`src/rtl/serial_subtractor.sv`:
```
// serial_subtractor: iterative a - b - bin, two bits per clock,
// LSB slice first, with the borrow registered between slices.
module serial_subtractor #(
  parameter int WIDTH = 8
) (
  input  logic             clk,
  input  logic             rst_n,
  input  logic             start,
  input  logic [WIDTH-1:0] a,
  input  logic [WIDTH-1:0] b,
  input  logic             bin,
  output logic             busy,
  output logic             done,
  output logic [WIDTH-1:0] diff,
  output logic             bout
);

  localparam int N  = WIDTH / 2;
  localparam int CW = (N > 1) ? $clog2(N) : 1;
  localparam logic [CW-1:0] LAST = CW'(N - 1);

  if ((WIDTH < 2) || ((WIDTH % 2) != 0)) begin : g_bad_width
    $error("serial_subtractor: WIDTH must be even and >= 2");
  end

  typedef enum logic {
    IDLE = 1'b0,
    RUN  = 1'b1
  } state_t;

  state_t state;
  state_t state_nx;

  logic [WIDTH-1:0] a_sh;
  logic [WIDTH-1:0] b_sh;
  logic [WIDTH-1:0] acc;
  logic [WIDTH-1:0] acc_nx;
  logic [WIDTH+1:0] acc_cat;
  logic [CW-1:0]    cnt;
  logic             brw;

  logic load;
  logic step;
  logic last;

  logic d0;
  logic d1;
  logic brw_mid;
  logic brw_out;

  assign last = (cnt == LAST);

  // two-bit borrow-ripple slice on the low bits of the shifters
  always_comb begin
    d0      = a_sh[0] ^ b_sh[0] ^ brw;
    brw_mid = (~a_sh[0] & b_sh[0])
            | (~(a_sh[0] ^ b_sh[0]) & brw);
    d1      = a_sh[1] ^ b_sh[1] ^ brw_mid;
    brw_out = (~a_sh[1] & b_sh[1])
            | (~(a_sh[1] ^ b_sh[1]) & brw_mid);
  end

  // new slice enters at the top; after N steps acc is LSB-aligned
  always_comb begin
    acc_cat = {d1, d0, acc};
    acc_nx  = acc_cat[WIDTH+1:2];
  end

  always_ff @(posedge clk or negedge rst_n) begin
    if (!rst_n) begin
      state <= IDLE;
    end else begin
      state <= state_nx;
    end
  end

  always_comb begin
    state_nx = state;
    unique case (state)
      IDLE: begin
        if (start) begin
          state_nx = RUN;
        end
      end
      RUN: begin
        if (last) begin
          state_nx = IDLE;
        end
      end
      default: state_nx = IDLE;
    endcase
  end

  always_comb begin
    busy = 1'b0;
    load = 1'b0;
    step = 1'b0;
    unique case (state)
      IDLE: begin
        load = start;
      end
      RUN: begin
        busy = 1'b1;
        step = 1'b1;
      end
      default: begin
        busy = 1'b0;
      end
    endcase
  end

  always_ff @(posedge clk or negedge rst_n) begin
    if (!rst_n) begin
      a_sh <= '0;
      b_sh <= '0;
      acc  <= '0;
      cnt  <= '0;
      brw  <= 1'b0;
      done <= 1'b0;
      diff <= '0;
      bout <= 1'b0;
    end else begin
      done <= step & last;
      if (load) begin
        a_sh <= a;
        b_sh <= b;
        acc  <= '0;
        cnt  <= '0;
        brw  <= bin;
      end else if (step) begin
        a_sh <= a_sh >> 2;
        b_sh <= b_sh >> 2;
        acc  <= acc_nx;
        cnt  <= cnt + CW'(1);
        brw  <= brw_out;
        if (last) begin
          diff <= acc_nx;
          bout <= brw_out;
        end
      end
    end
  end

endmodule

```
`config.mk`:
```
export PLATFORM = sky130hd
export DESIGN_NAME = serial_subtractor
export DESIGN_NICKNAME = d
export VERILOG_FILES = /design/src/rtl/serial_subtractor.sv
export SDC_FILE = /design/constraint.sdc
export NUM_CORES = 1
export LEC_CHECK = 0
export ABC_AREA = 0
export CORE_MARGIN = 4
export CORE_UTILIZATION = 32
export DETAILED_ROUTE_END_ITERATION = 8
export HOLD_SLACK_MARGIN = 0.1
export SYNTH_ARGS = -nofsm -noshare
export SYNTH_HDL_FRONTEND = slang
export SYNTH_SLANG_ARGS = --single-unit
```
`constraint.sdc`:
```
create_clock -name clk -period 1.57 [get_ports clk]
set_input_delay 0.314 -clock clk [delete_from_list [all_inputs] [get_ports clk]]
set_output_delay 0.314 -clock clk [all_outputs]
set_load 0.01 [all_outputs]
```
==> changes_impl.md, run 1 <==
### Physical design

- Top Family by Delay on Critical Path: adder cells
- Violations in the final reports: negative setup slack
- Max rail drop VDD: 0.0005111 V
- Final layout net count: 186
- Core Area: 0.004786 mm2
- Number of synthesized flops with an enable pin: 0
- Final worst path period need: 1.660 ns
- Synth cell count leaders: 36 x sky130_fd_sc_hd__dfrtp_1, 21 x sky130_fd_sc_hd__mux2i_1, 15 x sky130_fd_sc_hd__nand2_1
- Mapped Nets: 148
- Standard cell with the maximum stage delay on the critical path: sky130_fd_sc_hd__fa_1
- Count of TritonRoute iterations in the first routing pass: 2
- Reg2Reg Capture Point: diff[7]
- Hold buffers post-CTS: 1
- Cell internal power dissipation: 2465 uW
- Post-layout worst setup margin: -0.08986 ns
- Beginning of the worst hold path: a_sh[2]
- Setup violators final: 1
- Sink Count: 36
- Count of buffer and inverter cells on the critical path: 2
- Top-level I/O count: 31
- Part of the Yosys area used for sequential elements: 56.56%
- Cell kind with the greatest summed area: sequential cells
- Log Warnings: 29
- Post-route fraction of the period consumed by the critical path: 105.7%
- Ratio of total power to cell area: 1744 mW/mm2
- Part of the power in the clock network: 18.7%
- Setup TNS Final: -0.08986 ns
- # Max-Cap Violations: 0
- PortBufs: 30
- Result of the run: finished, violations left
- Storage cell area: 900.9 um2
- Number of hold violations in the final report: 0
- Fraction of final layout cells sized beyond drive strength 1: 17.07%
- Post-Place Cells: 221
- Number of design-rule violations left by the first detailed-router iteration: 76
- Top Registers: a_sh x8, b_sh x8, diff x8
- Resized Gates After CTS: 0
- Most numerous cell in the Yosys netlist: sky130_fd_sc_hd__dfrtp_1
- Clock buffer count from CTS: 5
- Worst Hold Slack: 0.4935 ns
- Number of ordinary and repair buffers in the finished layout: 38
- Vias in the first global route: 1094
-- run 1: power groups by stage --
stage	Sequential [uW]	Combinational [uW]	Clock, uW
global placement	1520	1380	0
floorplan	1550	927	0
global route	1580	1560	732
detailed placement	1550	1430	0
CTS	1540	1440	698
finish	1520	1410	675
-- run 1: worst max path at each step --
stage	from	endpoint	slack, ns	cells after the start
after floorplan	a_sh[0]	diff[7]	-0.04	5
after global placement	a_sh[0]	diff[7]	-0.06	5
after detailed placement	a_sh[0]	diff[7]	-0.11	5
after CTS	a_sh[0]	diff[7]	-0.10	5
after global routing	a_sh[0]	diff[7]	-0.15	5
final	a_sh[0]	diff[7]	-0.09	5
-- run 1: cell families after synthesis --
group / synth area share, %
compound gates: 6.677
simple gates: 6.991
mux: 20.50
fa+ha+maj: 3.299
flops: 56.56
buf+inv: 5.969
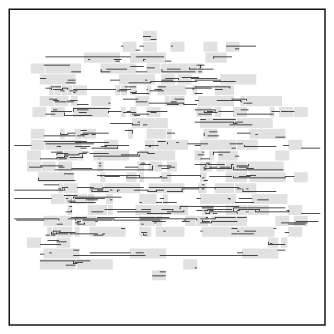
Fig. 1. M1 wires (run 1).
(4 px per um) Cells faint in the background.
The layer holds 45% of the routed length. The layer carries 1290 um of wire. The longest straight run is 24.4 um. The wires run mostly horizontal.
final wirelength: 2.848 mm
met1 Usage GRT: 12.50%

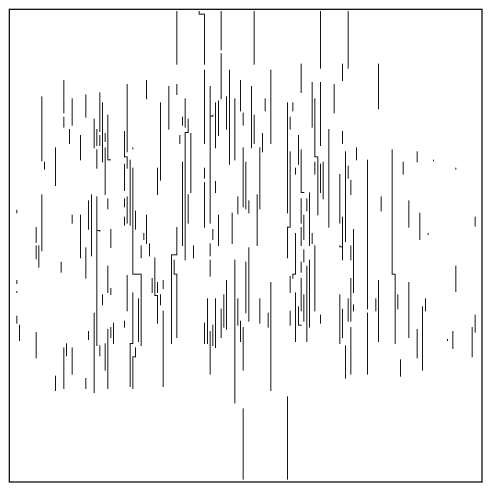
Fig. 2. Metal 2 (run 1).
(6 px per um)
The longest straight run is 24.8 um. The wires run mostly vertical. The layer holds 49% of the routed length. 158 nets have wire on it. The layer carries 1390 um of wire.
grt met2 use: 16.21%
total number of vias: 1026

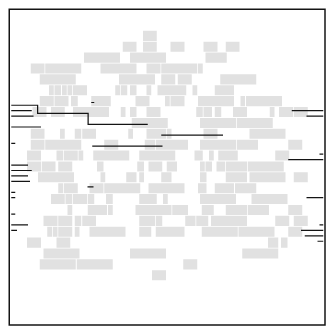
Fig. 3. Met3 routing (run 1).
(4 px per um) Cells faint in the background.
The wires run mostly horizontal. The longest straight run is 17.2 um. 24 nets have wire on it.
global routing met3 resource utilization: 3.211%

==> run 2, diff against run 1 <==
--- a/config.mk
+++ b/config.mk
@@ -9,7 +9,7 @@
 export CORE_MARGIN = 4
 export CORE_UTILIZATION = 32
 export DETAILED_ROUTE_END_ITERATION = 8
-export HOLD_SLACK_MARGIN = 0.1
+export HOLD_SLACK_MARGIN = 0.08
 export SYNTH_ARGS = -nofsm -noshare
 export SYNTH_HDL_FRONTEND = slang
 export SYNTH_SLANG_ARGS = --single-unit
==> changes_impl.md, run 2 <==
### Physical design

- Result of the run: finished, violations left
- Violations in the final reports: negative setup slack
- Post-Place Cells: 221 (unchanged)
- Area fraction in and, or, nand and nor cells after synthesis: 6.991% (unchanged)
- Total number of vias: 1026 (unchanged)
- Vias in the first global route: 1094 (unchanged)
- Ratio of total power to cell area: 1744 mW/mm2 (unchanged)
- Max rail drop VDD: 0.0005111 V (unchanged)
- Final wirelength: 2.848 mm (unchanged)
- Synthesized-area fraction occupied by xor and xnor cells: 0% (unchanged)
- Post-route fraction of the period consumed by the critical path: 105.7% (unchanged)
- Number of synthesized flops with an enable pin: 0 (unchanged)
- Setup violators final: 1 (unchanged)
- Fraction of final layout cells sized beyond drive strength 1: 17.07% (unchanged)
- Reg2Reg Capture Point: diff[7]
- Destination of the critical timing path: diff[7]
- Mapped Nets: 148 (unchanged)
- Top Registers: a_sh x8, b_sh x8, diff x8
- Storage cell area: 900.9 um2 (unchanged)
- # Max-Cap Violations: 0 (unchanged)
- Worst Hold Slack: 0.4935 ns (unchanged)
- Cell kind with the greatest summed area: sequential cells
- Part of the Yosys area used for sequential elements: 56.56% (unchanged)
- Post-layout worst setup margin: -0.08986 ns (unchanged)
- Setup TNS Final: -0.08986 ns (unchanged)
- Synth cell count leaders: 36 x sky130_fd_sc_hd__dfrtp_1, 21 x sky130_fd_sc_hd__mux2i_1, 15 x sky130_fd_sc_hd__nand2_1
- Count of TritonRoute iterations in the first routing pass: 2 (unchanged)
- Number of hold violations in the final report: 0 (unchanged)
- Number of design-rule violations left by the first detailed-router iteration: 76 (unchanged)
- Startpoint of the most critical setup path: a_sh[0]
- Core Area: 0.004786 mm2 (unchanged)
- Clock buffer count from CTS: 5 (unchanged)
- Critical path startpoint category: flop
- Log Warnings: 29 (unchanged)
- Beginning of the worst hold path: a_sh[2]
- Largest non-sequential cell family by area: multiplexers
- Final layout net count: 186 (unchanged)
- Top-level I/O count: 31 (unchanged)
- Number of ordinary and repair buffers in the finished layout: 38 (unchanged)
- Standard cell with the maximum stage delay on the critical path: sky130_fd_sc_hd__fa_1
- Number of sequential storage elements: 36
- Most numerous cell in the Yosys netlist: sky130_fd_sc_hd__dfrtp_1
-- run 2: cell counts after synthesis --
No cell type changed its count.
-- run 2: routing by layer --
layer,global-route usage [%],part of all wire [%],wire [um]
met3,3.211,5.3,150
met5,0,0,0
met4,3.671,0.74,21
met1,12.50,45,1288
met2,16.21,49,1389
-- run 2: repair_timing --
item                       in CTS  in global routing
hold buffers                    1                  0
gates resized                   0                  1
pin swaps                       1                  0
setup buffers                   1                  0
setup endpoints to repair       2                  2
hold endpoints to repair       36                  0
-- run 2: where the power goes --
part / switching, uW / internal, uW
combinational: 598 / 814
clock: 325 / 350
sequential: 221 / 1300
-- run 2: worst max-delay path, delay by kind of cell, from the launching register on --
kind	cells	cell delay (ns)
fa+ha+maj	2	0.80
buf+inv	2	0.11
flops	1	0.37
mux	1	0.28
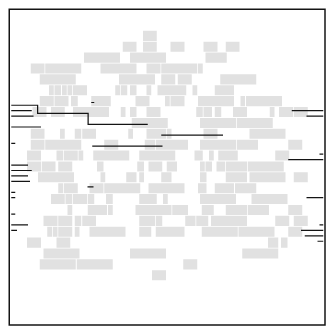
Fig. 4. Met3 routing (run 2).
(4 px per um) Cells faint in the background.
The layer holds 5.3% of the routed length. The wires run mostly horizontal. The layer carries 150 um of wire. The longest straight run is 17.2 um. 24 nets have wire on it.

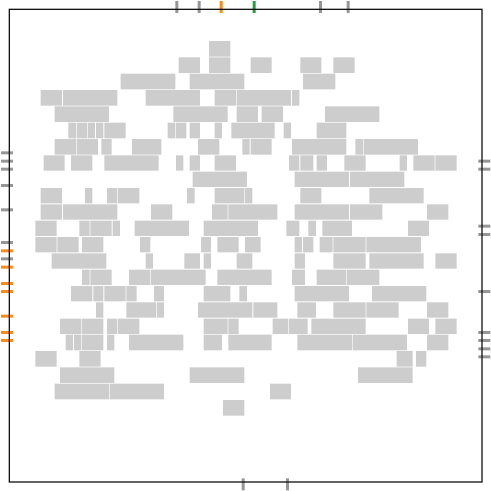
Fig. 5. Pin map (run 2).
(6 px per um) Pins as bars across the die edge, other pins in gray.
Key: orange = a [pins 8, direction input, edge 7 left, 1 top]; green = bin [pins 1, direction input, edge top]
All pins by edge: 14 left, 9 right, 6 top, 2 bottom.
PortBufs: 30
die span in y: 78.55 um

==> run 3, diff against run 2 <==
--- a/config.mk
+++ b/config.mk
@@ -6,9 +6,11 @@
 export NUM_CORES = 1
 export LEC_CHECK = 0
 export ABC_AREA = 0
+export CAP_MARGIN = 20
 export CORE_MARGIN = 4
 export CORE_UTILIZATION = 32
 export DETAILED_ROUTE_END_ITERATION = 8
+export GPL_TIMING_DRIVEN = 1
 export HOLD_SLACK_MARGIN = 0.08
 export SYNTH_ARGS = -nofsm -noshare
 export SYNTH_HDL_FRONTEND = slang
==> changes_impl.md, run 3 <==
### Physical design

- Violations in the final reports: negative setup slack
- WP depth: 5 (unchanged)
- Post-route fraction of the period consumed by the critical path: 105.7% (unchanged)
- PortBufs: 30 (unchanged)
- Total number of vias: 1026 (unchanged)
- Mapped Nets: 148 (unchanged)
- Grt met2 use: 16.21% (unchanged)
- Post-layout worst setup margin: -0.08986 ns (unchanged)
- Number of synthesized flops with an enable pin: 0 (unchanged)
- Number of hold violations in the final report: 0 (unchanged)
- Worst Hold Slack: 0.4935 ns (unchanged)
- Top Family by Delay on Critical Path: adder cells
- Synth cell count leaders: 36 x sky130_fd_sc_hd__dfrtp_1, 21 x sky130_fd_sc_hd__mux2i_1, 15 x sky130_fd_sc_hd__nand2_1
- Hold buffers post-CTS: 1 (unchanged)
- Post-Place Cells: 221 (unchanged)
- Max rail drop VDD: 0.0005111 V (unchanged)
- Die span in y: 78.55 um (unchanged)
- Core Area: 0.004786 mm2 (unchanged)
- Critical path startpoint category: flop
- Startpoint of the most critical setup path: a_sh[0]
- Number of buffers inserted to repair setup after CTS: 1 (unchanged)
- Top Registers: a_sh x8, b_sh x8, diff x8
- Most numerous cell in the Yosys netlist: sky130_fd_sc_hd__dfrtp_1
- Final layout net count: 186 (unchanged)
- Result of the run: finished, violations left
- Clock buffer count from CTS: 5 (unchanged)
- Part of the Yosys area used for sequential elements: 56.56% (unchanged)
- Met1 Usage GRT: 12.50% (unchanged)
- Number of design-rule violations left by the first detailed-router iteration: 76 (unchanged)
- Log Warnings: 29 (unchanged)
- Topmost layer with routed signal wires: met4
- Setup violators final: 1 (unchanged)
- Length of routed met2 wiring: 1.389 mm (unchanged)
- Fraction of final layout cells sized beyond drive strength 1: 17.07% (unchanged)
- Ratio of total power to cell area: 1744 mW/mm2 (unchanged)
- Sum of routed wire segments on met1: 1.288 mm (unchanged)
- Final wirelength: 2.848 mm (unchanged)
- Reg2Reg Capture Point: diff[7]
- Met3 wire len: 150 um (unchanged)
- Beginning of the worst hold path: a_sh[2]
- Setup TNS Final: -0.08986 ns (unchanged)
- Destination of the critical timing path: diff[7]
- Vias in the first global route: 1094 (unchanged)
- Standard cell with the maximum stage delay on the critical path: sky130_fd_sc_hd__fa_1
- Top-level I/O count: 31 (unchanged)
-- run 3: cell counts after synthesis --
Identical to the previous run, type by type.
-- run 3: report_power, final --
part | internal, uW | switching [uW]
Sequential | 1300 | 221
Clock | 350 | 325
Combinational | 814 | 598
Total | 2470 | 1140
-- run 3: cell type report --
type / count / area (um2)
Tap cell: 67 / 83.83
Inverter: 6 / 22.52
Multi-Input combinational cell: 76 / 599.3
Sequential cell: 36 / 900.9
Fill cell: 459 / 2716
Clock inverter: 2 / 10.01
Timing Repair Buffer: 38 / 370.4
Clock buffer: 6 / 82.58
-- run 3: cells by family after synthesis --
group | count (synthesis) | synth area share [%]
mux | 29 | 20.50
compound gates | 19 | 6.677
fa+ha+maj | 3 | 3.299
buf+inv | 13 | 5.969
simple gates | 25 | 6.991
flops | 36 | 56.56
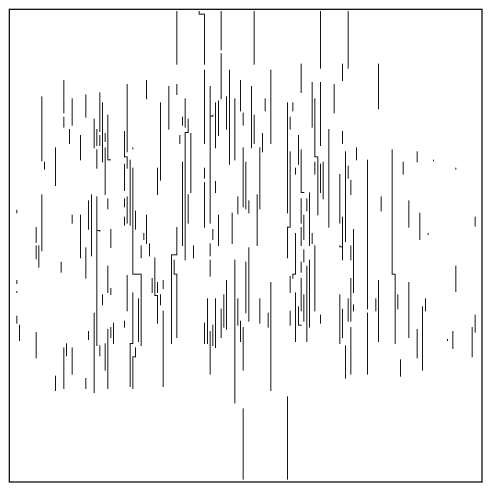
Fig. 6. Metal 2 (run 3).
(6 px per um)
158 nets have wire on it. The longest straight run is 24.8 um. The layer carries 1390 um of wire. The wires run mostly vertical. The layer holds 49% of the routed length.

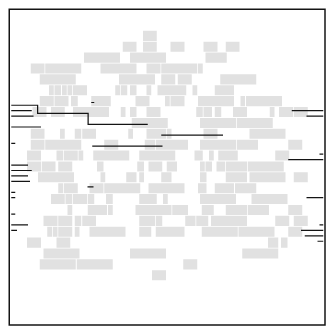
Fig. 7. Met3 routing (run 3).
(4 px per um) Cells faint in the background.
The layer holds 5.3% of the routed length. The wires run mostly horizontal.

Power and IR drop assume default switching activity.
